Fig. 1: track usage over the die
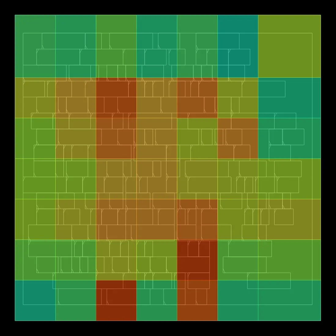
Fig. 2: cells by drive strength
(10 px per um)
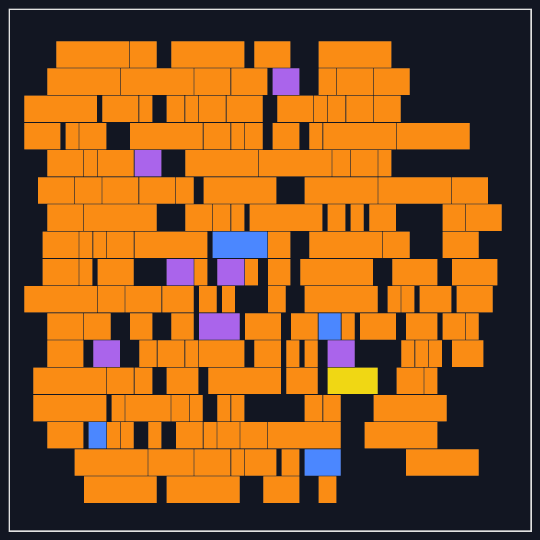
Fig. 3: metal 2
(8 px per um)
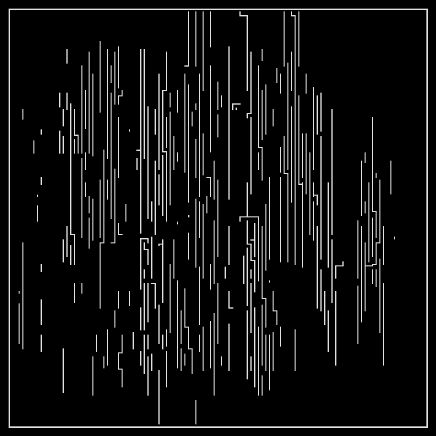
Fig. 4: a small window of the routed layout
Window x 14 to 39, y 14 to 39 um. Cells in grey, sequential cells in the stronger grey; small squares are vias.
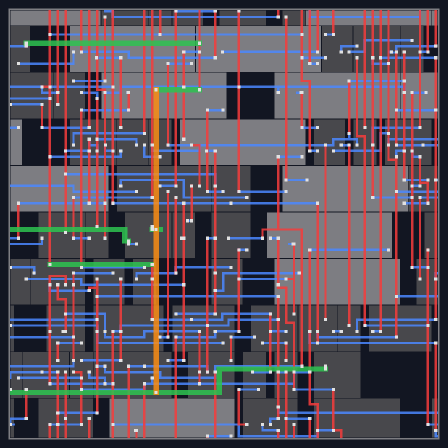
Fig. 5: where the registers sit
(8 px per um)
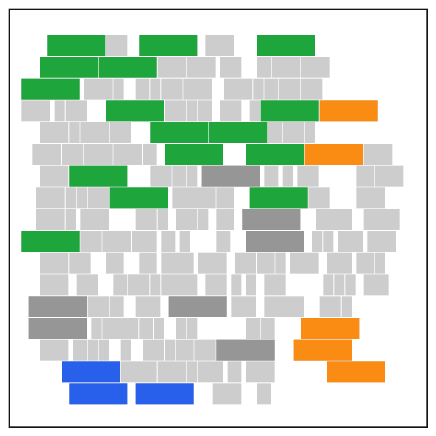
$ cat src/rtl/alu_pkg.sv
// Shared datapath package for the result serializer.
// Contents:
//   STATE_W, state_t   - serializer FSM state encoding (IDLE=0 .. STOP=4)
//   WORD_W             - default datapath word width
//   SER_IDLE_LEVEL     - level driven on the serial line when no frame is active
package alu_pkg;

   localparam int STATE_W = 3;
   localparam int WORD_W  = 16;

   localparam logic SER_IDLE_LEVEL = 1'b1;

   typedef enum logic [STATE_W-1:0] {
      ST_IDLE   = 3'd0,
      ST_START  = 3'd1,
      ST_DATA   = 3'd2,
      ST_PARITY = 3'd3,
      ST_STOP   = 3'd4
   } state_t;

endpackage

$ cat src/rtl/result_serializer_if.sv
// Handshake and serial-line bundle between a word producer and the result serializer.
// Signals:
//   D      producer -> serializer   parallel word to transmit
//   load   producer -> serializer   transmit request, taken only while ready=1
//   ready  serializer -> producer   idle and able to accept a word
//   sout   serializer -> line       serial output, idles high
//   busy   serializer -> producer   frame in progress (complement of ready)
//   done   serializer -> producer   one-cycle pulse at frame completion
// Modports: master = producer side, slave = serializer side.
interface result_serializer_if
   import alu_pkg::*;
#(
   parameter int N = WORD_W
) ();

   logic [N-1:0] D;
   logic         load;
   logic         ready;
   logic         sout;
   logic         busy;
   logic         done;

   modport master (
      output D, load,
      input  ready, sout, busy, done
   );

   modport slave (
      input  D, load,
      output ready, sout, busy, done
   );

endinterface

$ cat src/rtl/bit_tick_counter.sv
// Bit-period timer for the result serializer.
// Counts CLK cycles within one serial bit and flags the last cycle of the period.
// Ports:
//   CLK    in   system clock
//   reset  in   synchronous active-high reset
//   clear  in   reload the count to 0 on the next edge
//   tick   out  high during the last cycle of each BIT_TICKS-cycle bit period
module bit_tick_counter #(
   parameter int BIT_TICKS = 4
) (
   input  logic CLK,
   input  logic reset,
   input  logic clear,
   output logic tick
);

   localparam int CW = $clog2(BIT_TICKS + 1);
   localparam logic [CW-1:0] LAST_TICK = CW'(BIT_TICKS - 1);

   logic [CW-1:0] r_cnt;

   // Decoded from the register only, so tick never depends on same-cycle inputs.
   assign tick = (r_cnt == LAST_TICK);

   always_ff @(posedge CLK) begin
      if (reset) begin
         r_cnt <= '0;
      end else if (clear || tick) begin
         r_cnt <= '0;
      end else begin
         r_cnt <= r_cnt + 1'b1;
      end
   end

endmodule

$ cat src/rtl/result_serializer.sv
// Parallel-in, serial-out framer: takes an N-bit word on a load/ready handshake and
// sends it LSB-first inside a start(0)/stop(1) frame, BIT_TICKS cycles per bit.
// Optional build macro RESULT_SERIALIZER_PARITY_EN inserts an even-parity bit
// between the data bits and the stop bit.
// Ports:
//   CLK    in     system clock, all state changes on the rising edge
//   reset  in     synchronous active-high reset
//   bus    slave  result_serializer_if: D, load in; ready, sout, busy, done out
//
//   state     | meaning
//   ----------+-----------------------------------------------------
//   ST_IDLE   | line idle high, ready=1, waiting for load
//   ST_START  | start bit (0) for one bit period
//   ST_DATA   | shift register LSB on the line, N bit periods
//   ST_PARITY | even parity of the captured word (parity build only)
//   ST_STOP   | stop bit (1) for one bit period, then back to idle
module result_serializer
   import alu_pkg::*;
#(
   parameter int N         = WORD_W,
   parameter int BIT_TICKS = 4
) (
   input  logic                CLK,
   input  logic                reset,
   result_serializer_if.slave  bus
);

   localparam int BCW = $clog2(N + 1);
   localparam logic [BCW-1:0] LAST_BIT = BCW'(N - 1);

   state_t         r_state;
   state_t         w_state_nxt;
   logic [N-1:0]   r_shift;
   logic [N-1:0]   w_shift_nxt;
   logic [BCW-1:0] r_bit_cnt;
   logic           w_tick;
   logic           w_clear;
   logic           w_accept;

   logic           r_sout;
   logic           r_ready;
   logic           r_busy;
   logic           r_done;
   logic           w_sout_nxt;
   logic           w_ready_nxt;
   logic           w_busy_nxt;
   logic           w_done_nxt;

`ifdef RESULT_SERIALIZER_PARITY_EN
   logic           r_parity;
`endif

   assign w_accept = (r_state == ST_IDLE) && bus.load;

   // The tick timer restarts on every state change; idle holds it at 0 so the
   // start bit always gets a full period.
   assign w_clear = (w_state_nxt != r_state) || (r_state == ST_IDLE);

   bit_tick_counter #(
      .BIT_TICKS (BIT_TICKS)
   ) u_bit_tick_counter (
      .CLK   (CLK),
      .reset (reset),
      .clear (w_clear),
      .tick  (w_tick)
   );

   // State register plus registered outputs.
   always_ff @(posedge CLK) begin
      if (reset) begin
         r_state <= ST_IDLE;
         r_sout  <= SER_IDLE_LEVEL;
         r_ready <= 1'b1;
         r_busy  <= 1'b0;
         r_done  <= 1'b0;
      end else begin
         r_state <= w_state_nxt;
         r_sout  <= w_sout_nxt;
         r_ready <= w_ready_nxt;
         r_busy  <= w_busy_nxt;
         r_done  <= w_done_nxt;
      end
   end

   always_comb begin
      w_state_nxt = r_state;
      case (r_state)
         ST_IDLE: begin
            if (w_accept) w_state_nxt = ST_START;
         end
         ST_START: begin
            if (w_tick) w_state_nxt = ST_DATA;
         end
         ST_DATA: begin
            if (w_tick && (r_bit_cnt == LAST_BIT)) begin
`ifdef RESULT_SERIALIZER_PARITY_EN
               w_state_nxt = ST_PARITY;
`else
               w_state_nxt = ST_STOP;
`endif
            end
         end
`ifdef RESULT_SERIALIZER_PARITY_EN
         ST_PARITY: begin
            if (w_tick) w_state_nxt = ST_STOP;
         end
`endif
         ST_STOP: begin
            if (w_tick) w_state_nxt = ST_IDLE;
         end
         default: w_state_nxt = ST_IDLE;
      endcase
   end

   // Outputs are computed from the next state so they can be registered without
   // adding a cycle of latency; the line shows the start bit right after accept.
   always_comb begin
      w_sout_nxt  = SER_IDLE_LEVEL;
      w_ready_nxt = (w_state_nxt == ST_IDLE);
      w_busy_nxt  = (w_state_nxt != ST_IDLE);
      w_done_nxt  = (r_state == ST_STOP) && (w_state_nxt == ST_IDLE);
      case (w_state_nxt)
         ST_START: w_sout_nxt = 1'b0;
         ST_DATA:  w_sout_nxt = w_shift_nxt[0];
`ifdef RESULT_SERIALIZER_PARITY_EN
         ST_PARITY: w_sout_nxt = r_parity;
`endif
         default:  w_sout_nxt = SER_IDLE_LEVEL;
      endcase
   end

   // D is only looked at on the accept edge; the register moves on each data tick.
   always_comb begin
      w_shift_nxt = r_shift;
      if (w_accept) begin
         w_shift_nxt = bus.D;
      end else if ((r_state == ST_DATA) && w_tick) begin
         w_shift_nxt = r_shift >> 1;
      end
   end

   always_ff @(posedge CLK) begin
      if (reset) begin
         r_shift   <= '0;
         r_bit_cnt <= '0;
      end else begin
         r_shift <= w_shift_nxt;
         if (w_state_nxt != r_state) begin
            r_bit_cnt <= '0;
         end else if ((r_state == ST_DATA) && w_tick) begin
            r_bit_cnt <= r_bit_cnt + 1'b1;
         end
      end
   end

`ifdef RESULT_SERIALIZER_PARITY_EN
   always_ff @(posedge CLK) begin
      if (reset) begin
         r_parity <= 1'b0;
      end else if (w_accept) begin
         r_parity <= ^bus.D;
      end
   end
`endif

   assign bus.sout  = r_sout;
   assign bus.ready = r_ready;
   assign bus.busy  = r_busy;
   assign bus.done  = r_done;

endmodule
$ cat src/flat_wrapper.sv
// flat-port wrapper written by rule: the top's interface ports become plain ports
module result_serializer_flat import alu_pkg::*;
#(
   parameter int N         = WORD_W,
   parameter int BIT_TICKS = 4
)
  (CLK, reset, bus_D, bus_load, bus_ready, bus_sout, bus_busy, bus_done);
  result_serializer_if #(.N(N)) bus_i ();
  input  logic CLK;
  input  logic reset;
  input wire logic [$bits(bus_i.D)-1:0] bus_D;
  input wire logic [$bits(bus_i.load)-1:0] bus_load;
  output wire logic [$bits(bus_i.ready)-1:0] bus_ready;
  output wire logic [$bits(bus_i.sout)-1:0] bus_sout;
  output wire logic [$bits(bus_i.busy)-1:0] bus_busy;
  output wire logic [$bits(bus_i.done)-1:0] bus_done;
  assign bus_i.D = bus_D;
  assign bus_i.load = bus_load;
  assign bus_ready = bus_i.ready;
  assign bus_sout = bus_i.sout;
  assign bus_busy = bus_i.busy;
  assign bus_done = bus_i.done;
  result_serializer #(.N(N), .BIT_TICKS(BIT_TICKS)) u_core (.CLK(CLK), .reset(reset), .bus(bus_i));
endmodule
$ cat config.mk
export PLATFORM = sky130hd
export DESIGN_NAME = result_serializer_flat
export DESIGN_NICKNAME = d
export VERILOG_FILES = /design/src/rtl/alu_pkg.sv /design/src/rtl/result_serializer_if.sv /design/src/rtl/bit_tick_counter.sv /design/src/rtl/result_serializer.sv /design/src/flat_wrapper.sv
export SDC_FILE = /design/constraint.sdc
export NUM_CORES = 1
export LEC_CHECK = 0
export CAP_MARGIN = 25
export CORE_UTILIZATION = 55
export CTS_CLUSTER_SIZE = 20
export DETAILED_ROUTE_END_ITERATION = 16
export GPL_TIMING_DRIVEN = 1
export PLACE_DENSITY = 0.94
export SYNTH_ARGS = -nofsm -noshare
export SYNTH_HDL_FRONTEND = slang
export SYNTH_SLANG_ARGS = --single-unit
$ cat constraint.sdc
create_clock -name CLK -period 5.3 [get_ports CLK]
set_clock_uncertainty 0.05 [all_clocks]
set_input_delay 0.795 -clock CLK [delete_from_list [all_inputs] [get_ports CLK]]
set_output_delay 0.795 -clock CLK [all_outputs]
set_load 0.05 [all_outputs]
==> run summary <==
Implementation summary

The initial detailed-routing violation count is 35. The die is 52.0 um wide. OpenSTA, run right after detailed placement, puts the worst setup slack at 2.84 ns.

The pin count of the biggest net entering global routing is 25. The flip-flop count of the largest register after layout is 16. The prevailing post-synth register cell is sky130_fd_sc_hd__dfxtp_1. The total grt overflow is 0. More flip-flops sit in one register than any other, and that register is u_core.r_shift. Warnings reported by Yosys during synthesis add up to 0. The logic share of the area is 0.407. Summed over the clock group, the power is 0.134 mW.

The power report attributes to the clock group a share of 0.300. The final timing report lists a hold violation count of 0. The inverter tally of the final layout excluding the clock network is 5. The first-pass GRT wire length is 4570 um.

On the critical path the largest part of the delay comes from simple AND/OR/NAND/NOR gates. The number of primary I/O pins is 23. The highest clock frequency the design can meet is 0.401 GHz.

The insertion delay of the later-clocked pin in the worst-skew pair is 0.32 ns. The worst-case clock buffer depth is 2. Total power for the finished layout comes to 0.446 mW. The post-route clock period utilization is 0.471.

Of the cells placed in the final design, the portion with a size suffix greater than 1 is 0.0719. The class occupying the most area after layout is reported as multi-input combinational cells. The report lists the power per cell area as 276 nW/um^2. Measured on the finished design, the core utilization comes to 0.710. The vertical die dimension is 52.0 um. The flow ran to the end, and the final reports show no timing, DRC or antenna violations.

The most frequently placed logic cell in the final layout is sky130_fd_sc_hd__dfxtp_1. The final antenna-violating net count is 0. After detailed routing, the wire length on met1 is 1180 um.

The number of clock buffers inserted by TritonCTS is 5. The capturing element type of the critical path is a flip-flop. The OpenROAD warning count is 26. The fraction of final cell area spent on non-clock buffers in this run is 0.141.

The final standard cell count with taps included and fillers excluded is 195. The run reported a max-capacitance violation count of 0. Counting every instance in the synthesized netlist gives 148. For reference, the post-synthesis area per instance comes to 9.31 sq um. The cell internal power dissipation is 0.335 mW.
## Picture notes: Fig. 1
met1 Track Usage GR: 0.271
GR Layer Usage met3: 0.0702
met2 track demand over resource: 0.408
overall track demand over capacity in global routing: 0.237
global routing's busiest layer: met2

## Picture notes: Fig. 2
Key: purple = drive 3 to 4 [cells 7, most used clkbuf_4]; orange = drive 1 or less [cells 155, most used dfxtp_1]; yellow = drive 6 and up [cells 1, most used clkbuf_8]; blue = drive 2 [cells 4]

## Picture notes: Fig. 3
The longest straight run is 31.1 um. The wires run mostly vertical. The layer holds 51% of the routed length. The layer carries 1370 um of wire. 157 nets have wire on it.

## Picture notes: Fig. 4
Key: red = met2; green = met3; blue = met1; orange = met4
Sequential cells in the window: 10. Netlist names of flops here include `u_core.r_shift` (6), `u_core.r_state` (2). Most frequent: dfxtp_1 (10), a21oi_1 (6), nand2_1 (6). 51 logic cells have their middle in the window.

## Picture notes: Fig. 5
Key: blue = `u_core.u_bit_tick_counter.r_cnt` [flops 3]; green = `u_core.r_shift` [flops 16]; orange = `u_core.r_bit_cnt` [flops 5]

==> final timing paths <==
kind                                           start                            endpoint  slack, ns  depth (start not counted)
hold / removal    u_core.u_bit_tick_counter.r_cnt[0]  u_core.u_bit_tick_counter.r_cnt[0]       0.38                          1
hold reg to reg   u_core.u_bit_tick_counter.r_cnt[0]  u_core.u_bit_tick_counter.r_cnt[0]       0.38                          1
setup / recovery  u_core.u_bit_tick_counter.r_cnt[0]                  u_core.r_shift[15]       2.81                          6
setup reg to reg  u_core.u_bit_tick_counter.r_cnt[0]                  u_core.r_shift[15]       2.81                          6
==> kinds of logic after synthesis <==
logic type	count (synthesis)	synth area share
buf+inv	16	0.0727
fa+ha+maj	4	0.0363
simple gates	46	0.164
flops	31	0.451
xor+xnor	4	0.0254
compound gates	40	0.201
mux	7	0.0509
No activity file was given, so power comes from the tool's default toggle rates.
